## src/rtl/panel_line_reader.sv

```systemverilog
// panel_line_reader: reads one 32-pixel framebuffer line over the ctrl_* bus and packs it into a bitmask.
// Define LINE_READER_MATCH_EN to set a bit when the pixel equals match_color instead of when it is non-zero.
module panel_line_reader #(
    parameter int TIMEOUT = 255,
    parameter int PIXEL_W = 24
) (
    input  logic               clk,
    input  logic               resetn,
    input  logic               rd_start,
    input  logic [4:0]         rd_line,
    input  logic [PIXEL_W-1:0] match_color,
    output logic               busy,
    output logic               rd_valid,
    output logic [31:0]        rd_value,
    output logic               rd_error,
    output logic [3:0]         ctrl_wr,
    output logic               ctrl_rd,
    output logic [15:0]        ctrl_addr,
    input  logic [31:0]        ctrl_rdat,
    input  logic               ctrl_done
);
    localparam int CW = $clog2(TIMEOUT + 2);

    typedef enum logic [1:0] {IDLE, REQ, GAP, DONE} state_t;

    state_t        state, state_n;
    logic [4:0]    line_q, line_n, col, col_n;
    logic [CW-1:0] cnt, cnt_n, cnt_inc;
    logic [31:0]   shadow, shadow_n, value_n;
    logic [15:0]   addr_n;
    logic          rd_n, busy_n, valid_n, error_n, hit;
    logic          unused_ok;

    assign ctrl_wr   = 4'b0000;
    assign cnt_inc   = cnt + 1'b1;
    assign unused_ok = ^{match_color, ctrl_rdat};

`ifdef LINE_READER_MATCH_EN
    logic [PIXEL_W-1:0] color_q;
    always_ff @(posedge clk)
        if (!resetn)
            color_q <= '0;
        else if (state == IDLE && rd_start && !rd_valid)
            color_q <= match_color;
    assign hit = ctrl_rdat[PIXEL_W-1:0] == color_q;
`else
    assign hit = |ctrl_rdat[PIXEL_W-1:0];
`endif

    always_comb begin
        state_n  = state;
        line_n   = line_q;
        col_n    = col;
        cnt_n    = cnt;
        shadow_n = shadow;
        value_n  = rd_value;
        addr_n   = ctrl_addr;
        rd_n     = ctrl_rd;
        busy_n   = busy;
        valid_n  = 1'b0;
        error_n  = 1'b0;
        case (state)
            IDLE:
                // a start landing on the rd_valid cycle is dropped
                if (rd_start && !rd_valid) begin
                    line_n  = rd_line;
                    col_n   = 5'd0;
                    addr_n  = {4'b0, 5'd0, ~rd_line, 2'b00};
                    rd_n    = 1'b1;
                    busy_n  = 1'b1;
                    cnt_n   = '0;
                    state_n = REQ;
                end
            REQ:
                if (ctrl_done) begin
                    rd_n        = 1'b0;
                    shadow_n[col] = hit;
                    col_n       = col == 5'd31 ? col : col + 5'd1;
                    state_n     = col == 5'd31 ? DONE : GAP;
                end else if (TIMEOUT != 0 && cnt_inc == CW'(TIMEOUT)) begin
                    rd_n    = 1'b0;
                    error_n = 1'b1;
                    busy_n  = 1'b0;
                    state_n = IDLE;
                end else begin
                    cnt_n = cnt_inc;
                end
            GAP: begin
                // (c*32 + 31 - L) * 4: 31-L is the 5-bit complement of L
                addr_n  = {4'b0, col, ~line_q, 2'b00};
                rd_n    = 1'b1;
                cnt_n   = '0;
                state_n = REQ;
            end
            DONE: begin
                value_n = shadow;
                valid_n = 1'b1;
                busy_n  = 1'b0;
                state_n = IDLE;
            end
            default: state_n = IDLE;
        endcase
    end

    always_ff @(posedge clk)
        if (!resetn) begin
            state     <= IDLE;
            line_q    <= '0;
            col       <= '0;
            cnt       <= '0;
            shadow    <= '0;
            rd_value  <= '0;
            ctrl_addr <= '0;
            ctrl_rd   <= 1'b0;
            busy      <= 1'b0;
            rd_valid  <= 1'b0;
            rd_error  <= 1'b0;
        end else begin
            state     <= state_n;
            line_q    <= line_n;
            col       <= col_n;
            cnt       <= cnt_n;
            shadow    <= shadow_n;
            rd_value  <= value_n;
            ctrl_addr <= addr_n;
            ctrl_rd   <= rd_n;
            busy      <= busy_n;
            rd_valid  <= valid_n;
            rd_error  <= error_n;
        end
endmodule

```

## config.mk

```make
export PLATFORM = sky130hd
export DESIGN_NAME = panel_line_reader
export DESIGN_NICKNAME = d
export VERILOG_FILES = /design/src/rtl/panel_line_reader.sv
export SDC_FILE = /design/constraint.sdc
export NUM_CORES = 1
export LEC_CHECK = 0
export CAP_MARGIN = 20
export CORE_MARGIN = 4
export CORE_UTILIZATION = 36
export CTS_CLUSTER_SIZE = 20
export DETAILED_ROUTE_END_ITERATION = 7
export HOLD_SLACK_MARGIN = 0.05
export SYNTH_ARGS = -nofsm -noshare
export SYNTH_HDL_FRONTEND = slang
export SYNTH_SLANG_ARGS = --single-unit
```

## constraint.sdc

```tcl
create_clock -name clk -period 6.3 [get_ports clk]
set_input_delay 0.63 -clock clk [delete_from_list [all_inputs] [get_ports clk]]
set_output_delay 0.63 -clock clk [all_outputs]
set_load 0.1 [all_outputs]
```

### Track usage over the die, run 1

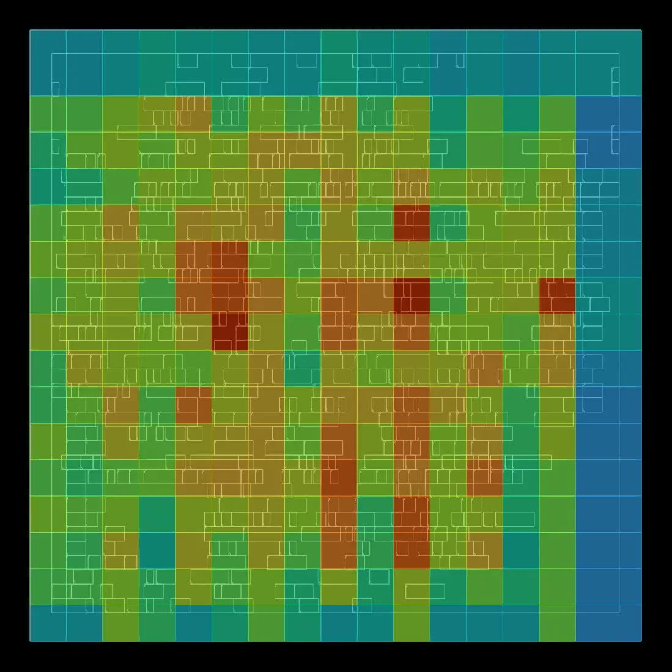
Most Crowded Layer GR: met2
wire per inst: 14.5 µm
Final Core Density: 46.8%

### Met3 routing, run 1

(2 px per µm)
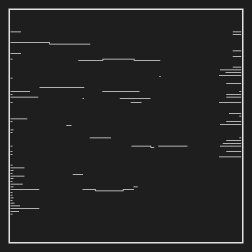
- main direction: horizontal
- wire length on this layer: 480 µm
- share of all routed wire: 4.6%
- longest straight run: 22.1 µm

### Drive-strength map, run 1

(4 px per µm)
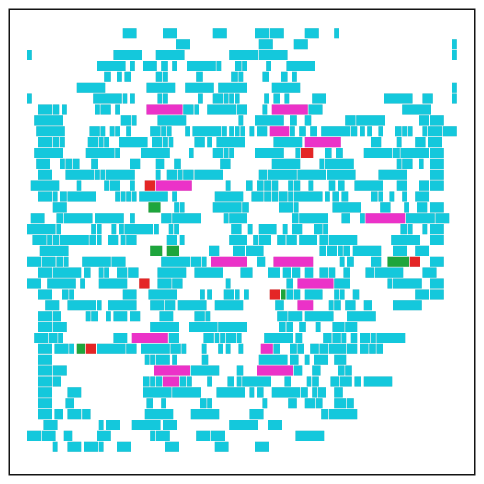
- red: x3 and x4 (cells 6; share 1.0%; most used buf_4)
- green: x2 (cells 6; share 1.0%; most used or3b_2)
- cyan: x1 and smaller (cells 547; share 95%; most used dfxtp_1)
- magenta: x6 and larger (cells 15; share 2.6%; most used clkbuf_16)

### The metal 2 layer, run 1

(2 px per µm) Cells faint in the background.
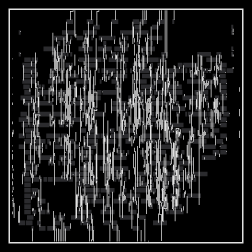
- wire length on this layer: 4,600 µm
- longest straight run: 53.7 µm
- nets with wire on the layer: 494
via count: 3,701
final WL: 10,400 µm
grt met2 use: 26.3%

==> summary.txt, run 1 <==
impl run done, here's what came out: Synth top cells by count=99 x dfxtp_1, 90 x nand2_1, 62 x nor2_1, 59 x a21oi_1, WP depth=5, unrepaired setup endpoints after global routing=no, Final Critical Period=2.69 ns, most used cell, CP=and3_1, first-pass GRT wire length=17,400 µm, CP bufs+invs=1, Final ANT Viol Nets=0, dpl cells=700, Rel. slew slack=30.3%, Comb/total area=37.6%, CP Capture Type=flop, row count=39, # fillers=1,161, flop share of the area=37.1%, Post-Route Skew=0.0114 ns, Non-clk bufs=83, Well Taps=143, P_int=0.963 mW, fp_density=36.8%, number of logic gates=371, top power group=registers, Post-Syn Area=4200 µm², post-synth top area cell=dfxtp_1, Layout Nets=641, MI comb area=2010 µm², antenna violations before repair=0, worst slew pin tran=1.04 ns, switch share=27.8%, die area=13,500 µm², register share of total power=48.3%, Synth cell types=45, Design Area, Final=5340 µm², total gr overflow=0, CP Launch Point=rd_start, syn avg cell area=8.18 µm², Slew Viols, Final=0, Worst-path clk slew=0.07 ns, core area=11,400 µm², CTS tree=done, ANT cells=0, area post-placement=5020 µm², Max FO, Critical Path=23, number of buffers created by CTS=9, sequential logic power=0.644 mW, Area Growth Syn to Fin=27.2%, pre-CTS setup slack=3.28 ns, die width=116 µm, Layout non-clock buf frac=16.1%, Worst R2R End=cnt[1], yosys synthesis chip area=4200 µm², crit path DAT=2.91 ns, Worst path slowest cell=or4b_1, PnR Total Power=1.33 mW, Top Layout Cells=99 x dfxtp_1, 90 x nand2_1, 78 x clkdlybuf4s50_1, Flops=99, WHS Endpoint=ctrl_addr[5], Final Wtd Congestion=0.766, Min-Delay Path Depth=1, clock share of power=40.8%, slowest cell delay on critical path=0.81 ns, DRC violations left=0, outcome=finished, final reports clean, met2 wire length=4600 µm, GR Layer Usage met1=20.8%
==> run 2, diff against run 1 <==
--- a/config.mk
+++ b/config.mk
@@ -11,6 +11,7 @@
 export CTS_CLUSTER_SIZE = 20
 export DETAILED_ROUTE_END_ITERATION = 7
 export HOLD_SLACK_MARGIN = 0.05
+export PLACE_DENSITY = 0.66
 export SYNTH_ARGS = -nofsm -noshare
 export SYNTH_HDL_FRONTEND = slang
 export SYNTH_SLANG_ARGS = --single-unit
==> constraint.sdc (replaced) <==
create_clock -name clk -period 2.32 [get_ports clk]
set_input_delay 0.232 -clock clk [delete_from_list [all_inputs] [get_ports clk]]
set_output_delay 0.232 -clock clk [all_outputs]
set_load 0.1 [all_outputs]
==> summary.txt, run 2 <==
impl run done, here's what came out: outcome=finished, final reports clean, P_clk=1.47 mW, post-synth top area cell=dfxtp_1, crit path DAT=2.34 ns (-0.57 ns), worst slew pin tran=0.543 ns (-0.501 ns), R2R Setup Slk=0.26 ns, Comb/total area=37.7% (+0.11 points), I/O Buffers=78, PnR Total Power=3.64 mW (+170%), yosys synthesis chip area=4200 µm² (unchanged), core area=11,400 µm² (unchanged), most used cell, CP=ha_1, CP Capture Type=flop, Layout Nets=658 (+2.7%), met2 wire length=5030 µm (+9.2%), Final Core Density=46.6% (-0.13 points), die area=13,500 µm² (unchanged), Final Wtd Congestion=0.786 (+2.6%), Max rail drop VDD=326 µV, sequential logic power=1.74 mW (+170%), grt met2 use=26.8% (+0.50 points), Slew Viols, Final=0 (unchanged), Worst EP required=2.60 ns, switch share=26.0% (-1.8 points), # fillers=1,158 (-0.26%), CP bufs+invs=0 (-1), Non-clk bufs=100 (+20%), Flops=99 (unchanged), Sink Count=99, WP depth=7 (+2), via count=3,793 (+2.5%), syn avg cell area=8.18 µm² (unchanged), ANT cells=0 (unchanged), Final ANT Viol Nets=0 (unchanged), Well Taps=143 (unchanged), first-pass GRT wire length=17,000 µm (-2.4%), fp_density=36.8% (unchanged), Worst-path clk slew=0.07 ns (about the same), ratio of cells with drive above 1 in the final layout=15.1%, antenna violations before repair=0 (unchanged), comb pwr=0.424 mW, DRC violations left=0 (unchanged), Worst path slowest cell=dfxtp_1, Min-Delay Path Depth=1 (unchanged), number of logic gates=371 (unchanged), Most Crowded Layer GR=met2, setup bufs post-CTS=0, total gr overflow=0 (unchanged), Final Critical Period=2.06 ns, Post-synth top flop=dfxtp_1, pre-CTS setup slack=0.283 ns (-3.00 ns), number of buffers created by CTS=9 (unchanged), CP Launch Point=col[0], Worst R2R End=col[3], row count=39 (unchanged), Top Family by Delay on Critical Path=simple AND/OR/NAND/NOR gates, slowest cell delay on critical path=0.37 ns (-0.44 ns), asr flop ratio synth=0%, worst r2r src=col[0], GR Layer Usage met1=19.5% (-1.3 points), Max FO, Critical Path=7 (-70%), dpl cells=718 (+2.6%), MI comb area=2010 µm² (unchanged), top power group=registers, Design Area, Final=5330 µm² (-0.28%), CTS tree=done, clock share of power=40.4% (-0.4 points), P_int=2.69 mW (+180%), final setup TNS=0 ns, Top Layout Cells=99 x dfxtp_1, 90 x nand2_1, 67 x buf_4, WHS Endpoint=ctrl_addr[3], met3 usage=3.19%, register share of total power=47.9% (-0.4 points), Post-Route Skew=0.00834 ns (-0.00311 ns), Synth cell types=45 (unchanged), Layout non-clock buf frac=15.8% (-0.24 points), wire per inst=14.0 µm (-2.9%), flop share of the area=37.2% (+0.10 points), Post-Syn Area=4200 µm² (unchanged), Area Growth Syn to Fin=26.9%, Rel. slew slack=63.8% (+34 points), Synth top cells by count=99 x dfxtp_1, 90 x nand2_1, 62 x nor2_1, 59 x a21oi_1, area post-placement=5030 µm² (+0.25%), die width=116 µm (unchanged), final WL=10,300 µm (-0.55%)
### Met3 routing, run 2

(2 px per µm)
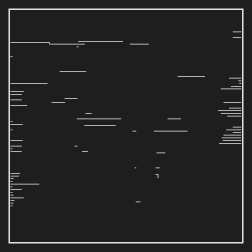
- longest straight run: 22.1 µm
- main direction: horizontal
- wire length on this layer: 422 µm
- share of all routed wire: 4.1%

==> run 3, diff against run 2 <==
--- a/config.mk
+++ b/config.mk
@@ -12,6 +12,7 @@
 export DETAILED_ROUTE_END_ITERATION = 7
 export HOLD_SLACK_MARGIN = 0.05
 export PLACE_DENSITY = 0.66
+export SLEW_MARGIN = 10
 export SYNTH_ARGS = -nofsm -noshare
 export SYNTH_HDL_FRONTEND = slang
 export SYNTH_SLANG_ARGS = --single-unit
==> summary.txt, run 3 <==
impl run done, here's what came out: GR Layer Usage met1=19.5% (unchanged), outcome=finished, final reports clean, Synth top cells by count=99 x dfxtp_1, 90 x nand2_1, 62 x nor2_1, 59 x a21oi_1, wire per inst=14.0 µm (unchanged), Regs by FF count=rd_value: 32 flops, shadow: 32 flops, ctrl_addr: 10 flops, Final ANT Viol Nets=0 (unchanged), CP Launch Point=col[0], GR Util All Layers=15.7%, # Cells Yosys=513, Worst EP required=2.60 ns (about the same), I/O Buffers=78 (unchanged), final setup TNS=0 ns (unchanged), Flops=99 (unchanged), syn avg cell area=8.18 µm² (unchanged), Slew Viols, Final=0 (unchanged), Worst R2R End=col[3], Non-clk bufs=100 (unchanged), Max FO, Critical Path=7 (unchanged), yosys synthesis chip area=4200 µm² (unchanged), ANT cells=0 (unchanged), ao+oa area frac=20.0%, CP endpoint=col[3], area post-placement=5030 µm² (unchanged), Clock Buffer Count=10, post-synth top area cell=dfxtp_1, Post-Route Skew=0.00834 ns (unchanged), worst r2r src=col[0], Layout Nets=658 (unchanged), P_clk=1.47 mW (about the same), Post-synth top flop=dfxtp_1, ratio of cells with drive above 1 in the final layout=15.1% (unchanged), antenna violations before repair=0 (unchanged), fp_density=36.8% (unchanged), WP depth=7 (unchanged), PnR Total Power=3.64 mW (unchanged), number of logic gates=371 (unchanged), sequential logic power=1.74 mW (about the same), DRC violations left=0 (unchanged), met3 usage=3.19% (unchanged), top power group=registers, pre-CTS setup slack=0.283 ns (unchanged), Post-Syn Area=4200 µm² (unchanged), Comb pwr share=11.6%, asr flop ratio synth=0% (unchanged), register share of total power=47.9% (about the same), CTS tree=done, crit path DAT=2.34 ns (about the same), setup bufs post-CTS=0 (unchanged), Synth cell types=45 (unchanged), via count=3,793 (unchanged), flop share of the area=37.2% (unchanged), CP bufs+invs=0 (unchanged), Layout non-clock buf frac=15.8% (unchanged), Final Wtd Congestion=0.786 (unchanged), comb pwr=0.424 mW (about the same), R2R Setup Slk=0.26 ns (about the same), row count=39 (unchanged), Design Area, Final=5330 µm² (unchanged), P_int=2.69 mW (unchanged), grt met2 use=26.8% (unchanged), clock buffer depth=2, CP Capture Type=flop, Final Core Density=46.6% (unchanged), clock share of power=40.4% (about the same), Area Growth Syn to Fin=26.9% (unchanged), met2 wire length=5030 µm (unchanged), die area=13,500 µm² (unchanged), Top Family by Delay on Critical Path=simple AND/OR/NAND/NOR gates, total gr overflow=0 (unchanged), number of buffers created by CTS=9 (unchanged), Most Crowded Layer GR=met2, Well Taps=143 (unchanged), most used cell, CP=ha_1, core area=11,400 µm² (unchanged), Max rail drop VDD=326 µV (unchanged), Worst path slowest cell=dfxtp_1, Top Layout Cells=99 x dfxtp_1, 90 x nand2_1, 67 x buf_4, Rel. slew slack=63.8% (unchanged), # fillers=1,158 (unchanged), dpl cells=718 (unchanged), switch share=26.0% (unchanged), worst slew pin tran=0.543 ns (unchanged), Final Critical Period=2.06 ns (unchanged), Min-Delay Path Depth=1 (unchanged), die width=116 µm (unchanged), Sink Count=99 (unchanged), first-pass GRT wire length=17,000 µm (unchanged), MI comb area=2010 µm² (unchanged), WHS Endpoint=ctrl_addr[3], final WL=10,300 µm (unchanged), Worst-path clk slew=0.07 ns (about the same), slowest cell delay on critical path=0.37 ns (about the same), Comb/total area=37.7% (unchanged)
### The metal 2 layer, run 3

(2 px per µm) Cells faint in the background.
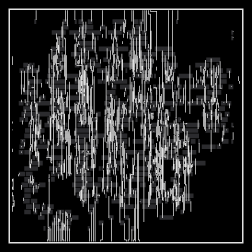
- longest straight run: 58.8 µm
- share of all routed wire: 49%
- wire length on this layer: 5,030 µm
- nets with wire on the layer: 514

Power is estimated from default activity; no workload was simulated.
